[src/rtl/counter_sequencer.sv]
// Programmable timer: start/stop/pause sequencing around a prescaled up-counter
// with one-shot and periodic terminal-count events.
module counter_sequencer #(
    parameter int WIDTH   = 4,
    parameter int PRESC_W = 4
) (
    input  logic               clk,
    input  logic               reset,
    input  logic               start,
    input  logic               stop,
    input  logic               pause,
    input  logic               mode,
    input  logic [WIDTH-1:0]   period,
    input  logic [PRESC_W-1:0] prescale,
    output logic [WIDTH-1:0]   count,
    output logic               tick,
    output logic               busy,
    output logic               done,
    output logic [1:0]         state
);

    typedef enum logic [1:0] {
        IDLE = 2'b00,
        RUN  = 2'b01,
        HOLD = 2'b10,
        DONE = 2'b11
    } state_t;

    state_t             st;
    logic [PRESC_W-1:0] presc_cnt;
    logic [PRESC_W-1:0] prescale_q;
    logic [WIDTH-1:0]   period_q;
    logic               mode_q;
    logic               en;

    assign en = (presc_cnt == prescale_q);

    always_ff @(posedge clk or posedge reset) begin
        if (reset) begin
            st         <= IDLE;
            count      <= '0;
            tick       <= 1'b0;
            presc_cnt  <= '0;
            prescale_q <= '0;
            period_q   <= '0;
            mode_q     <= 1'b0;
        end else begin
            tick <= 1'b0;
            if (stop) begin
                st        <= IDLE;
                count     <= '0;
                presc_cnt <= '0;
            end else if (start) begin
                st         <= RUN;
                count      <= '0;
                presc_cnt  <= '0;
                mode_q     <= mode;
                period_q   <= period;
                prescale_q <= prescale;
            end else begin
                unique case (st)
                    RUN: begin
                        if (pause) begin
                            st <= HOLD;
                        end else if (en) begin
                            presc_cnt <= '0;
                            if (count != period_q) begin
                                count <= count + 1'b1;
                            end else begin
                                // terminal count: periodic wraps, one-shot parks at period
                                tick <= 1'b1;
                                if (mode_q) count <= '0;
                                else        st    <= DONE;
                            end
                        end else begin
                            presc_cnt <= presc_cnt + 1'b1;
                        end
                    end
                    HOLD: begin
                        if (!pause) st <= RUN;
                    end
                    IDLE, DONE: ;
                endcase
            end
        end
    end

    assign state = st;
    assign busy  = (st == RUN) || (st == HOLD);
    assign done  = (st == DONE);

endmodule

[config.mk]
export PLATFORM = sky130hd
export DESIGN_NAME = counter_sequencer
export DESIGN_NICKNAME = d
export VERILOG_FILES = /design/src/rtl/counter_sequencer.sv
export SDC_FILE = /design/constraint.sdc
export NUM_CORES = 1
export LEC_CHECK = 0
export ABC_CLOCK_PERIOD_IN_PS = 1800
export CAP_MARGIN = 20
export CORE_ASPECT_RATIO = 1.1
export CORE_MARGIN = 4
export CORE_UTILIZATION = 50
export CTS_CLUSTER_SIZE = 28
export DETAILED_ROUTE_END_ITERATION = 8
export PLACE_DENSITY = 0.78
export SYNTH_ARGS = -nofsm -noshare
export SYNTH_HDL_FRONTEND = slang
export SYNTH_SLANG_ARGS = --single-unit
[constraint.sdc]
create_clock -name clk -period 1.8 [get_ports clk]
set_input_delay 0.54 -clock clk [delete_from_list [all_inputs] [get_ports clk]]
set_output_delay 0.54 -clock clk [all_outputs]
set_load 0.02 [all_outputs]
clocks.png
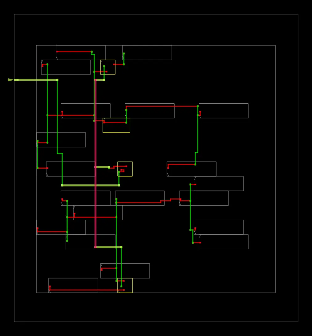
largest clock skew in the final design: 5.190 ps
sequential cell count of the final layout: 20
Insertion Delay late pin: 320 ps
clk sinks: 20

io_placement.png
Pins as bars across the die edge, other pins in grey.
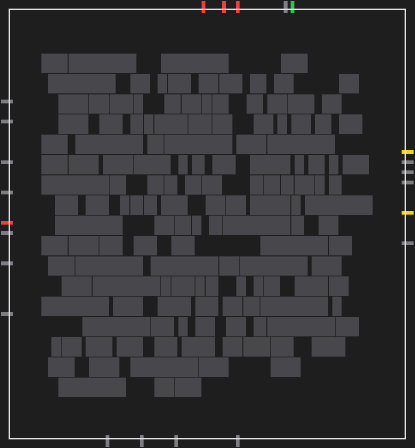
colour	port	pins	direction	edge
red	count	4	output	3 top, 1 left
green	start	1	input	top
yellow	state	2	output	right
die span in y: 57.50 um
horizontal die dimension: 53.00 um
IO buf count: 22

placement_by_type.png
The bar under the picture is 20 um long.
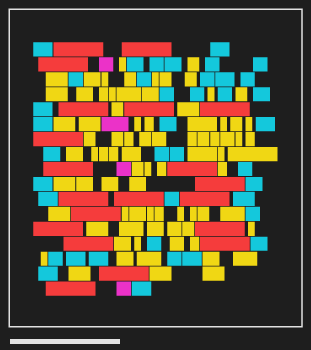
colour	class	cells	share of their area
cyan	other buffers and delay cells	39	23%
magenta	clock drivers and dummy loads	4	2.5%
red	flops	20	34%
yellow	combinational and other logic	81	41%
sequential share of cell area: 33.03%
number of rows in the core area: 17
placeable core region: 2063 um2
finished layout cell area: 1515 um2

sizes.png
The bar under the picture is 20 um long.
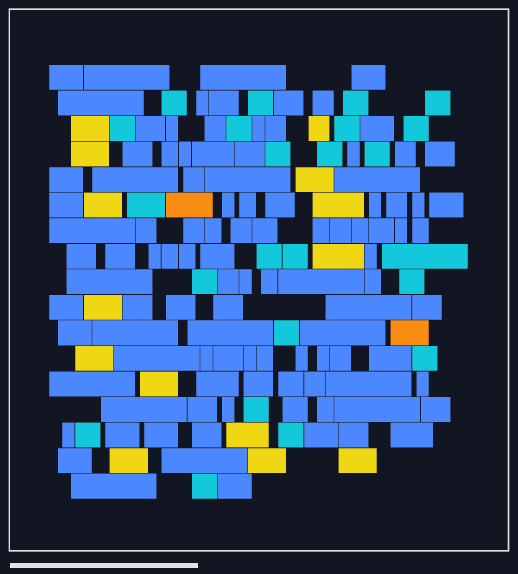
colour	size	cells
cyan	_3 and _4 cells	23
orange	_6 and larger	2
yellow	_2 cells	14
blue	_0 and _1 cells	105

clk_routes.png
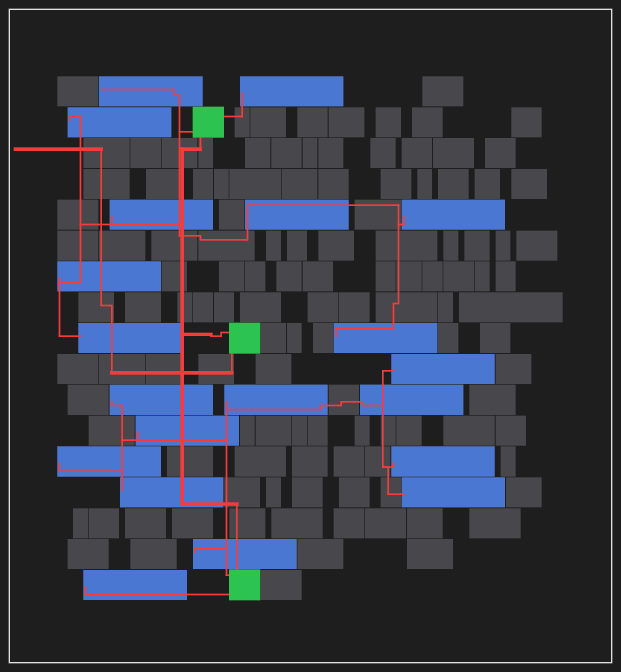
[red] clock wires | length: 287 um
[green] clock drivers | count: 3
[blue] flip-flops | count: 20
routed clock nets	4
clock network fraction of total power: 25.8%
Clock net power: 0.276 mW

## logic make-up after synthesis
kind of cell,Yosys count
flops,20
buf+inv,8
simple gates,37
xor+xnor,9
fa+ha+maj,5
mux,9
compound gates,17
## layout make-up
type | instances | area, um2
clock buffers | 4 | 36.28
fillers | 168 | 548.0
inverters | 4 | 15.01
multi-input cells | 77 | 590.6
flip-flops and latches | 20 | 500.5
well taps | 28 | 35.03
repair buffers | 39 | 337.8
## worst reg2reg max path: stages (launching register included)
cell and delay [ps]:
sky130_fd_sc_hd__dfrtp_1 440, sky130_fd_sc_hd__buf_6 140, sky130_fd_sc_hd__inv_1 50, sky130_fd_sc_hd__ha_1 170
sky130_fd_sc_hd__nor2b_1 230, sky130_fd_sc_hd__buf_4 180, sky130_fd_sc_hd__o211a_1 220, sky130_fd_sc_hd__o221ai_1 140
==> summary.txt <==
Implementation numbers.

- The final hold violation count reads 0.
- The net count after synthesis is 124.
- TritonCTS built the clock tree.
- Sorting the synthesized cells by area gives the leading types as sky130_fd_sc_hd__dfrtp_1 (45%), sky130_fd_sc_hd__mux2_2 (9.1%), sky130_fd_sc_hd__ha_1 (5.6%), sky130_fd_sc_hd__xnor2_1 (3.9%), sky130_fd_sc_hd__nand2_1 (3.4%).
- The worst VDD IR drop from the latest analysis is 0.5636 mV.
- The wire length on met2 is ~1200 um.
- The number of cells after detailed placement reads 168.
- Yosys reports that the most numerous cell types are sky130_fd_sc_hd__dfrtp_1 (20), sky130_fd_sc_hd__nand2_1 (10), sky130_fd_sc_hd__mux2_2 (9).
- The max capacitance violation total reads 0.
- The worst slew margin relative to its limit is 80.12%.
- Summing all multiplexer cells gives an area fraction of 9.101%.
- The portion of synthesized cell area occupied by the leading cell type reads between 40 and 50%.
- The critical path's slowest stage uses the library cell sky130_fd_sc_hd__dfrtp_1.
- The proportion of synthesized chip area in sequential cells is 44.94%.
- The area enclosed by the die boundary is 3047 um2.
- The switching share of total power reads between 20% and 30%.
- The combinational gate power reads 0.282 mW.
- The maximum frequency from static timing analysis reads 567.2 MHz.
- The dominant kind of combinational cell is simple AND/OR/NAND/NOR gates.
- Final hold analysis gives a worst-case slack of 538.4 ps.
- The arrival time at the worst endpoint reads 1220 ps.
- The largest net degree at the start of global routing is 21.
- The post-synthesis sequential element count is 20.
- The routed length per placed instance is 14.16 um.
- The topmost layer with routed signal wires reads met4.
- The design draws 1.070 mW.
- The sequential logic power reads 0.512 mW.
- The register-to-register path setup slack is 110 ps.
- The count of non-filler cells in the finished layout reads between 150 and 200.
- The number of buffers inserted during clock tree synthesis reads 3.
- The number of diodes added for antenna fixing is 0.
- The cell count along the critical path reads 3.
- For the worst flop-to-flop path, the logic depth is 7.
- The share of cells above drive strength 1 reads 27.08%.
- The predominant post-synthesis flop cell reads sky130_fd_sc_hd__dfrtp_1.
- The flow ran to the end, and the final reports show no timing, DRC or antenna violations.
- The placer's final routability congestion estimate is between 0.7 and 0.8.
- Per the post-route antenna check, the number of violating nets is 0.
- The gate count of the mapped netlist is 105.
- The overall routing resource usage reads 17.54%.
- The post-layout worst setup margin reads 36.99 ps.
- The count of buffer and inverter cells on the critical path is 2.
- Setup repair after global routing could not meet its margin everywhere.
- The area growth from synthesis to layout reads 36.07%.
- The cell-mix breakdown from Yosys lists the compound-gate area share as 12.13%.
- The accumulated negative setup slack reads 0 ps.
Power is estimated from default activity; no workload was simulated.
